$ cat config.mk
export PLATFORM = sky130hd
export DESIGN_NAME = if_id_skid_reg
export DESIGN_NICKNAME = d
export VERILOG_FILES = /design/src/rtl/if_id_skid_reg_pkg.sv /design/src/rtl/if_id_skid_reg_slot.sv /design/src/rtl/if_id_skid_reg.sv
export SDC_FILE = /design/constraint.sdc
export NUM_CORES = 1
export LEC_CHECK = 0
export CORE_AREA = 4 4 127 129
export CTS_BUF_LIST = sky130_fd_sc_hd__clkbuf_8
export DETAILED_ROUTE_END_ITERATION = 6
export DIE_AREA = 0 0 131 133
export HOLD_SLACK_MARGIN = 0.05
export PLACE_DENSITY = 0.64
export SLEW_MARGIN = 10
export SYNTH_ARGS = -nofsm -noshare
export SYNTH_HDL_FRONTEND = slang
export SYNTH_SLANG_ARGS = --single-unit
$ cat constraint.sdc
create_clock -name clk -period 4 [get_ports clk]
set_clock_uncertainty 0.05 [all_clocks]
set_input_delay 0.4 -clock clk [delete_from_list [all_inputs] [get_ports clk]]
set_output_delay 0.4 -clock clk [all_outputs]
set_load 0.005 [all_outputs]
$ cat src/rtl/if_id_skid_reg_pkg.sv
// Shared pipeline-register definitions for the IF/ID stage and its successors.
package if_id_skid_reg_pkg;

    localparam int unsigned PIPE_INSTR_W = 32;
    localparam int unsigned PIPE_PC_W    = 32;

    localparam logic [31:0] NOP_INSTR_DEFAULT = 32'h0000_0000;

    typedef enum logic {
        SKID_EMPTY = 1'b0,
        SKID_FULL  = 1'b1
    } skid_state_e;

endpackage

$ cat src/rtl/if_id_skid_reg_slot.sv
// One-entry skid slot: state bit plus PC/instruction storage with load/drain/clear.
module pipe_skid_slot
    import if_id_skid_reg_pkg::*;
#(
    parameter int unsigned PC_W    = PIPE_PC_W,
    parameter int unsigned INSTR_W = PIPE_INSTR_W
) (
    input  logic               clk,
    input  logic               reset,
    input  logic               load,
    input  logic               drain,
    input  logic               clear,
    input  logic [PC_W-1:0]    in_pc,
    input  logic [INSTR_W-1:0] in_instr,
    output logic               full,
    output logic [PC_W-1:0]    slot_pc,
    output logic [INSTR_W-1:0] slot_instr
);

    skid_state_e state;

    // Clear dominates so a flush also kills a word loaded in the same cycle.
    always_ff @(posedge clk or negedge reset) begin
        if (!reset) begin
            state <= SKID_EMPTY;
        end else if (clear) begin
            state <= SKID_EMPTY;
        end else if (load) begin
            state <= SKID_FULL;
        end else if (drain) begin
            state <= SKID_EMPTY;
        end
    end

    always_ff @(posedge clk) begin
        if (load) begin
            slot_pc    <= in_pc;
            slot_instr <= in_instr;
        end
    end

    always_comb begin
        full = (state == SKID_FULL);
    end

endmodule

$ cat src/rtl/if_id_skid_reg.sv
// IF/ID pipeline register with valid, hold, flush, optional skid slot and stall counter.
module if_id_skid_reg
    import if_id_skid_reg_pkg::*;
#(
    parameter int unsigned        INSTR_W   = PIPE_INSTR_W,
    parameter int unsigned        PC_W      = PIPE_PC_W,
    parameter bit                 SKID_EN   = 1'b1,
    parameter logic [INSTR_W-1:0] NOP_INSTR = INSTR_W'(NOP_INSTR_DEFAULT),
    parameter int unsigned        CNT_W     = 16
) (
    input  logic               clk,
    input  logic               reset,
    input  logic               hold,
    input  logic               flush,
    input  logic               in_valid,
    output logic               in_ready,
    input  logic [PC_W-1:0]    in_pc,
    input  logic [INSTR_W-1:0] in_instr,
    output logic               out_valid,
    output logic [PC_W-1:0]    out_pc,
    output logic [INSTR_W-1:0] out_instr,
    output logic               skid_full,
    input  logic               stat_clr,
    output logic [CNT_W-1:0]   stall_cnt
);

    localparam logic [CNT_W-1:0] CNT_MAX = '1;

    logic               transfer;
    logic               slot_full;
    logic               slot_load;
    logic               slot_drain;
    logic               slot_clear;
    logic [PC_W-1:0]    slot_pc;
    logic [INSTR_W-1:0] slot_instr;

    // Without the skid slot, acceptance follows hold combinationally; with it,
    // in_ready is the registered slot-empty flag.
    always_comb begin
        in_ready   = SKID_EN ? ~slot_full : ~hold;
        transfer   = in_valid & in_ready;
        slot_load  = SKID_EN & ~flush & hold & transfer;
        slot_drain = ~flush & ~hold & slot_full;
        slot_clear = flush;
        skid_full  = slot_full;
    end

    pipe_skid_slot #(
        .PC_W    (PC_W),
        .INSTR_W (INSTR_W)
    ) u_slot (
        .clk        (clk),
        .reset      (reset),
        .load       (slot_load),
        .drain      (slot_drain),
        .clear      (slot_clear),
        .in_pc      (in_pc),
        .in_instr   (in_instr),
        .full       (slot_full),
        .slot_pc    (slot_pc),
        .slot_instr (slot_instr)
    );

    // A bubble keeps the last PC and forces the NOP encoding.
    always_ff @(posedge clk or negedge reset) begin
        if (!reset) begin
            out_valid <= 1'b0;
            out_pc    <= '0;
            out_instr <= NOP_INSTR;
        end else if (flush) begin
            out_valid <= 1'b0;
            out_instr <= NOP_INSTR;
        end else if (!hold) begin
            if (slot_full) begin
                out_valid <= 1'b1;
                out_pc    <= slot_pc;
                out_instr <= slot_instr;
            end else if (transfer) begin
                out_valid <= 1'b1;
                out_pc    <= in_pc;
                out_instr <= in_instr;
            end else begin
                out_valid <= 1'b0;
                out_instr <= NOP_INSTR;
            end
        end
    end

    always_ff @(posedge clk or negedge reset) begin
        if (!reset) begin
            stall_cnt <= '0;
        end else if (stat_clr) begin
            stall_cnt <= '0;
        end else if (hold && out_valid && !flush && (stall_cnt != CNT_MAX)) begin
            stall_cnt <= stall_cnt + CNT_W'(1);
        end
    end

endmodule
Figure 1. Selected gate families (run 1).
Scale: 4 px per µm.
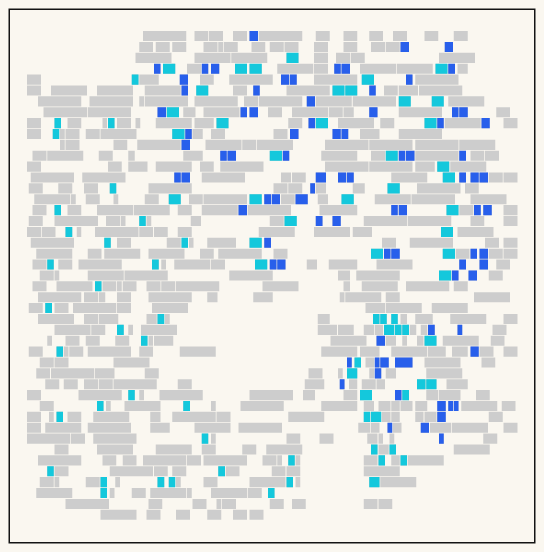
legend:
  blue:
    family: NOR gates
    cells: 85
  cyan:
    family: inverting AOI/OAI gates
    cells: 84
    where: widely spread

Figure 2. Clock nets (run 1).
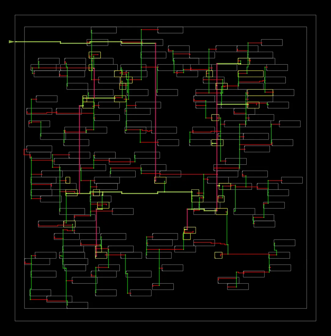
Seq cells: 146
clock buffer count in the final layout: 17

Figure 3. Port wiring (run 1).
Scale: 3 px per µm.
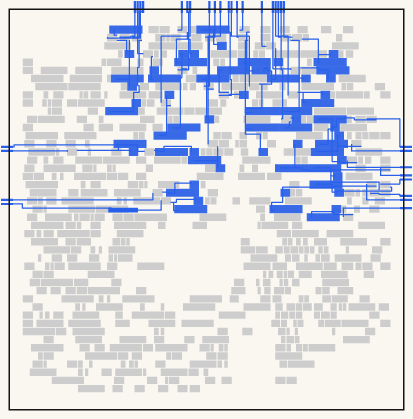
legend:
  blue:
    port: in_instr
    bits: 32
    direction: input
    end_cells: 64
    buffers: 32
    wire: 1430 µm

==> run_results.csv, run 1 <==
group,metric,value,unit
clock_tree,path_clk_slew,0.08,ns
finish,fin_nets,672,
run,maxCapViolations,0,
synth,synth_warnings,0,
run,warnings,26,
setup_path,slowest_stage,"or3_2",
route,antenna_left,0,
synth,synth-edff-count,64,
final_timing,rsz0062_at_grt,"no",
clock_tree,cts_setup_buffers,0,
route,routed_wl,14600,µm
final_timing,layout_min_cycle_time,2.34,ns
synth,top_cells_by_count,"dfrtp_1 (82), edfxtp_1 (64), nand2_1 (37), nor2b_1 (37)",
grt,grt_use_met3,6.82,%
route,drc,0,
clock_tree,htreeDepth,4,
floorplan,die_w,131,µm
clock_tree,cts_buffers,17,
synth,ys_seq_share,67.2,%
grt,grt_use_total,17.3,%
setup_path,r2r_slack,1.66,ns
setup_path,critical_path.top_delay_family,"simple AND/OR/NAND/NOR gates",
power_and_ir_drop,ir_drop,211,µV
setup_path,worstSetupPathType,"reg2reg",
place,io_buffers,152,
synth,ff_type,"dfrtp_1",
synth,netlist_area,0.00592,mm²
grt,antenna_found_initial,1,
grt,gr-total-overflow,0,
final_timing,tns,0,ns
synth,syn_inst,455,
final_timing,fmax,427,MHz
grt,grt_pass1_wl,23400,µm
finish,fillers,1308,
floorplan,die_area,0.0174,mm²
final_timing,final_hold_viol_count,0,
final_timing,hold-worst-slack,0.424,ns
setup_path,crit_chain,"nor2_1 -> or3_2 -> nand2_1 -> o21ai_0",
power_and_ir_drop,leakage,3.03,nW
finish,ff_latch_area,0.00398,mm²
floorplan,coreArea,0.0150,mm²
setup_path,crit_path_end_kind,"register",
clock_tree,cts_tree,"yes",
synth,syn_nets,526,
synth,top_area_cell,"dfrtp_1",
final_timing,fin_crit_sh,58.6,%
final_timing,slew_headroom,32.3,%
finish,drive_above_1_share,8.63,%
setup_path,worst-path-max-fanout,65,
setup_path,startpoint_type,"register",
setup_path,required,4.21,ns
floorplan,io_pins,153,
synth,yosysMostFrequentCell,"dfrtp_1",
route,drt-vias-per-instance,5.28,
floorplan,initial_utilization,39.4,%
final_timing,tightest_slew,1.02,ns
synth,ys_cells,455,
route,firstDrtPassIters,4,
synth,synth_cell_types,36,
place,place_congestion,0.784,
place,post-place-ws,1.41,ns
synth,syn_area_per_cell,13.0,µm²
route,vias,4238,
clock_tree,root_buffer,"clkbuf_8",
clock_tree,cts_sinks,146,
synth,ys_ff,146,
finish,logic_area,0.00182,mm²
place,dp_hpwl,9710,µm
grt,gr-usage-met1,22.5,%
grt,grt_max_degree,66,
grt,use_met2,26.1,%
setup_path,slowest_delay,0.87,ns
route,wl_per_cell,18.2,µm
synth,ys_chip_area,0.00592,mm²
clock_tree,worstSkewPairLatency,0.44,ns
floorplan,die_y,133,µm
setup_path,worst-path-buf-inv,0,
synth,synth-async-reset-ratio,56.2,%
route,first_iter_violations,302,
finish,area_growth,35.3,%
synth,top_cells_by_area,"dfrtp_1 (35%), edfxtp_1 (32%), mux2i_1 (5.4%)",
status,status,"completed",
hold_path,min_path_type,"in2reg",
synth,yosys.area.top_type_share,34.7,%
final_timing,finalMaxSlewViolations,0,
grt,grt-busiest-layer,"met2",
final_timing,setup_viol,0,
setup_path,arrival,2.55,ns
grt,first_global_vias,4355,
final_timing,layout_setup_ws,1.66,ns
power_and_ir_drop,power.density,414,mW/mm²
floorplan,num_rows,45,
clock_tree,cts_max_path_buffers,2,
[run 1: layout by cell type (no fill, tap or decap), types with 2 or more instances in the layout]
master           Yosys  routed
clkdlybuf4s50_1      0     150
dfrtp_1             82      81
edfxtp_1            64      64
nand2_1             37      37
nor2b_1             37      36
o21ai_0             35      35
nor3_1              35      35
mux2i_1             32      32
a221oi_1            32      32
clkbuf_8             0      17
nor2_1               9       9
a21oi_1              9       9
buf_4                0       6
or4_1                5       5
and4_1               5       5
clkinvlp_4           0       5
inv_6                0       5
nand3_1              4       4
or3_1                5       4
o31ai_1              4       4
and3_1               3       3
nand4_1              3       3
mux2_4               3       3
inv_1                2       2
nor4_1               2       2
mux2_2               2       2
clkinv_2             0       2
bufinv_16            0       2
[run 1: report_power, final]
| part | switching (mW) | internal, mW | total (mW) |
|---|---|---|---|
| Clock | 0.583 | 0.558 | 1.14 |
| Combinational | 0.188 | 0.259 | 0.447 |
| Sequential | 0.0563 | 1.67 | 1.72 |
| Total | 0.828 | 2.48 | 3.31 |
[run 1: flip-flops by register name, indices dropped and copies added (netlist names)]
name and cells:
out_instr 32, out_valid 1, u_slot.slot_pc 32, stall_cnt 16
out_pc 32, u_slot.slot_instr 32, u_slot.full 1
[run 1: area by class of cell]
class	count	share of cell area, %
Inverter	2	0.0938
Timing Repair Buffer	159	19.8
Tap cell	188	2.94
Sequential cell	146	49.6
Clock buffer	17	2.92
Clock inverter	15	1.94
Antenna cell	1	0.0313
Multi-Input combinational cell	275	22.7
[run 1: repair_timing]
action,in CTS,in global routing
endpoints found under the hold margin,56,0
hold buffers,1,0
gates resized,0,0
[run 1: stage by stage]
stage                     instance area (µm²)  util [%]  power, mW  std cells
after floorplan                          5920         -       1.89        455
after global placement                   7600      50.6       2.19        769
after detailed placement                 7600      50.6       2.21        769
after CTS                                8000      53.2       3.36        802
after global routing                     8000      53.2       3.48        802
final                                    8010      53.3       3.31        803
[run 1: routing by layer]
metal / part of all wire (%) / vias to the layer above
li1: - / 2002
met1: 42 / 2083
met2: 48 / 131
met3: 8.3 / 20
met4: 1.6 / 2
met5: 0.055 / -
[run 1: path summary, 6_finish.rpt]
| kind | startpoint | cells after the start | to |
|---|---|---|---|
| worst max-delay path | u_slot.full$_DFFE_PN0P_ | 4 | out_pc[15]$_DFFE_PN0P_ |
| worst min-delay path | hold | 2 | u_slot.full$_DFFE_PN0P_ |
| worst max register to register | u_slot.full$_DFFE_PN0P_ | 4 | out_pc[15]$_DFFE_PN0P_ |
| worst min register to register | out_pc[26]$_DFFE_PN0P_ | 2 | out_pc[26]$_DFFE_PN0P_ |
| max in group asynchronous | reset | 3 | out_instr[30]$_DFFE_PN0P_ |
| min in group asynchronous | reset | 2 | out_instr[16]$_DFFE_PN0P_ |
[run 1: logic make-up after synthesis]
group | synth area share (%)
muxes | 6.56
DFF | 67.2
AOI/OAI and AO/OA | 9.50
adders and majority gates | 0.211
and+or+nand+nor | 14.3
buffers and inverters | 2.22
Figure 4. Cell density map (run 1).
Scale: 2 px per µm. The die is cut into 13 by 13 equal tiles; dark purple is low, yellow is high, 0 to 100% covered.
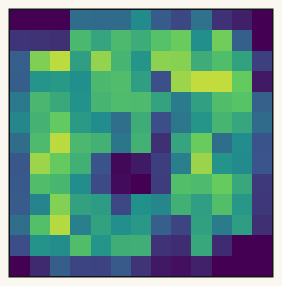

==> run 2: changes to the inputs <==
--- a/config.mk
+++ b/config.mk
@@ -10,7 +10,7 @@
 export DETAILED_ROUTE_END_ITERATION = 6
 export DIE_AREA = 0 0 131 133
 export HOLD_SLACK_MARGIN = 0.05
-export PLACE_DENSITY = 0.64
+export PLACE_DENSITY = 0.66
 export SLEW_MARGIN = 10
 export SYNTH_ARGS = -nofsm -noshare
 export SYNTH_HDL_FRONTEND = slang
==> constraint.sdc (replaced) <==
create_clock -name clk -period 2.12 [get_ports clk]
set_clock_uncertainty 0.05 [all_clocks]
set_input_delay 0.212 -clock clk [delete_from_list [all_inputs] [get_ports clk]]
set_output_delay 0.212 -clock clk [all_outputs]
set_load 0.005 [all_outputs]
Figure 5. Cell density map (run 2).
Scale: 2 px per µm. The die is cut into 13 by 13 equal tiles; dark purple is low, yellow is high, 0 to 100% covered.
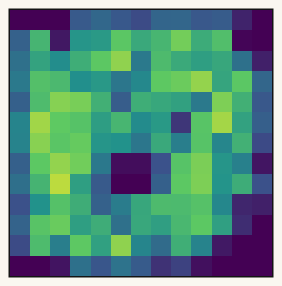
densest ninth of the die: west
tiles over 75% full: 11%
mean over tiles: 46%
nearly empty tiles: 9.5%
emptiest ninth of the die: south-east
fullest tile: 90%
Layout Utilization: 54.6%
core area: 0.0150 mm²

==> run 2 against run 1 <==
Sequential power up 89%; via count up 4.0%; global-route usage is 0.087 points higher; clock power up 92%; register-to-register slack got worse by 1.5 ns; wire length rose by 1.9%; setup slack worse by 1.5 ns; sequential share of layout area down 1.3 points; non-clock buffer count increased by 21; critical endpoint is now stall_cnt[9]$_DFFE_PN0P_; total power increased by 90%.
==> run_results.csv, run 2 <==
group,metric,value,unit
status,status,"completed",
setup_path,required,2.39,ns
floorplan,die_w,131,µm
final_timing,final_hold_viol_count,0,
setup_path,crit_path_end_kind,"register",
grt,grt_pass1_wl,23700,µm
route,vias,4409,
finish,antennaDiodeCount,0,
place,post-place-ws,0.0180,ns
clock_tree,root_buffer,"clkbuf_8",
synth,yosysMostFrequentCell,"dfrtp_1",
floorplan,num_rows,45,
place,place_congestion,0.815,
clock_tree,cts_sinks,146,
synth,synth-edff-count,64,
finish,final_layout_top_logic_cell,"clkdlybuf4s50_1",
setup_path,r2r_slack,0.11,ns
final_timing,setup_viol,0,
setup_path,worstSetupPathType,"reg2reg",
final_timing,slew_headroom,56.6,%
clock_tree,worstSkewPairLatency,0.44,ns
grt,first_global_vias,4535,
final_timing,fmax,498,MHz
finish,drive_above_1_share,11.3,%
synth,netlist_area,0.00592,mm²
synth,top_cells_by_count,"dfrtp_1 (82), edfxtp_1 (64), nand2_1 (37), nor2b_1 (37)",
setup_path,arrival,2.28,ns
grt,antenna_found_initial,0,
clock_tree,path_clk_slew,0.07,ns
floorplan,io_pins,153,
synth,syn_area_per_cell,13.0,µm²
setup_path,reg2regPathDepth,5,
power_and_ir_drop,switchingPower,1.48,mW
clock_tree,htreeDepth,4,
route,drc,0,
route,routed_wl,14900,µm
grt,gr-total-overflow,0,
place,io_buffers,152,
final_timing,rsz0062_at_grt,"no",
power_and_ir_drop,p_int,4.82,mW
finish,lay_top_cells,"clkdlybuf4s50_1 (150), dfrtp_1 (81), edfxtp_1 (64)",
synth,synth-async-reset-ratio,56.2,%
synth,ff_type,"dfrtp_1",
final_timing,layout_min_cycle_time,2.01,ns
clock_tree,cts_buffers,17,
synth,ys_chip_area,0.00592,mm²
final_timing,layout_setup_ws,0.112,ns
synth,ys_cells,455,
grt,grt_use_total,17.4,%
finish,fin_nets,693,
setup_path,startpoint,"stall_cnt[0]$_DFFE_PN0P_",
setup_path,startpoint_type,"register",
floorplan,die_y,133,µm
route,firstDrtPassIters,4,
synth,ys_ff,146,
setup_path,crit_end,"stall_cnt[9]$_DFFE_PN0P_",
route,wl_per_cell,18.1,µm
power_and_ir_drop,combPwrFrac,13.7,%
synth,yosys.area.top_type_share,34.7,%
setup_path,r2r_start,"stall_cnt[0]$_DFFE_PN0P_",
floorplan,initial_utilization,39.4,%
synth,syn_inst,455,
synth,syn_nets,526,
final_timing,fin_crit_sh,94.7,%
clock_tree,cts_max_path_buffers,2,
final_timing,tns,0,ns
route,drt-vias-per-instance,5.36,
route,antenna_left,0,
power_and_ir_drop,leakage,3.18,nW
final_timing,tightest_slew,0.651,ns
power_and_ir_drop,switching_share,23.5,%
power_and_ir_drop,sequentialPowerShare,51.5,%
run,warnings,26,
route,first_iter_violations,217,
setup_path,reg2reg_to,"stall_cnt[9]$_DFFE_PN0P_",
final_timing,finalMaxSlewViolations,0,
finish,area_growth,38.9,%
power_and_ir_drop,ir_drop,486,µV
place,dpl.cell_count,790,
power_and_ir_drop,power.density,768,mW/mm²
finish,fin_cells,823,
place,dp_hpwl,10100,µm
synth,synth_cell_types,36,
synth,ys_seq_share,67.2,%
synth,top_cells_by_area,"dfrtp_1 (35%), edfxtp_1 (32%), mux2i_1 (5.4%)",
synth,synth_warnings,0,
hold_path,min_from,"hold",
clock_tree,cts_tree,"yes",
run,maxCapViolations,0,
floorplan,die_area,0.0174,mm²
grt,grt_max_degree,65,
hold_path,min_path_type,"in2reg",
power_and_ir_drop,clockPowerShare,34.8,%
synth,top_area_cell,"dfrtp_1",
setup_path,worst-path-max-fanout,7,
[run 2: cell counts after synthesis]
Identical to the previous run, type by type.
[run 2: worst max-delay path, stage by stage (launching register included)]
cell and delay [ns]:
dfrtp_1 0.35, ha_1 0.21, nand4_2 0.15, or4_4 0.61
and4_1 0.24, mux2_4 0.29
[run 2: power by group through the flow]
stage                     logic [mW]  registers, mW  clock network, mW
final                          0.866           3.25               2.19
after global routing           0.948           3.27               2.39
after CTS                      0.883           3.25               2.25
after detailed placement       0.878           3.30                  0
after global placement         0.856           3.30                  0
after floorplan                0.269           3.30                  0
[run 2: logic make-up (layout without fill, tap and decap cells)]
kind of cell    after synthesis  in the layout  synth area share (%)
buf+inv                      34            214                  2.22
simple gates                153            153                  14.3
compound gates               84             84                  9.50
flops                       146            146                  67.2
fa+ha+maj                     1              1                 0.211
mux                          37             37                  6.56
[run 2: layer usage]
metal	GRT usage [%]	routed length [µm]	vias to the layer above
li1	-	-	2036
met2	26.0	6970	138
met3	6.42	1150	18
met1	22.9	6490	2217
met4	6.80	285	0
met5	0	0	-
[run 2: stage by stage]
step	total power, mW	hold slack [ns]	cell area [µm²]
2_1_floorplan	3.57	-0.134	5920
3_3_place_gp	4.15	0.143	7800
3_5_place_dp	4.18	0.145	7800
4_1_cts	6.39	0.0845	8210
5_1_grt	6.61	0.108	8210
6_report	6.31	0.118	8210
[run 2: how the worst min path moves through the flow]
stage	endpoint	slack, ns	cells after the start
after floorplan	out_instr[0]$_DFFE_PN0P_	-0.13	0
after global placement	out_instr[13]$_DFFE_PN0P_	0.14	1
after detailed placement	out_instr[19]$_DFFE_PN0P_	0.14	1
after CTS	out_valid$_DFFE_PN0P_	0.08	3
after global routing	out_valid$_DFFE_PN0P_	0.11	3
final	out_valid$_DFFE_PN0P_	0.12	3
[run 2: what timing repair did]
action | CTS | global route
setup endpoints to repair | 0 | 3
hold endpoints to repair | 29 | 0
buffers inserted | 0 | 0
resized | 0 | 1
hold buffers | 1 | 0
[run 2: cell type report]
cell class	instances	area [µm²]
clock buffers	18	248
clock inverters	14	150
fillers	1289	6820
inverters	2	7.51
multi-input cells	275	1820
flip-flops and latches	146	3980
well taps	188	235
repair buffers	180	1780
Power and IR drop assume default switching activity.
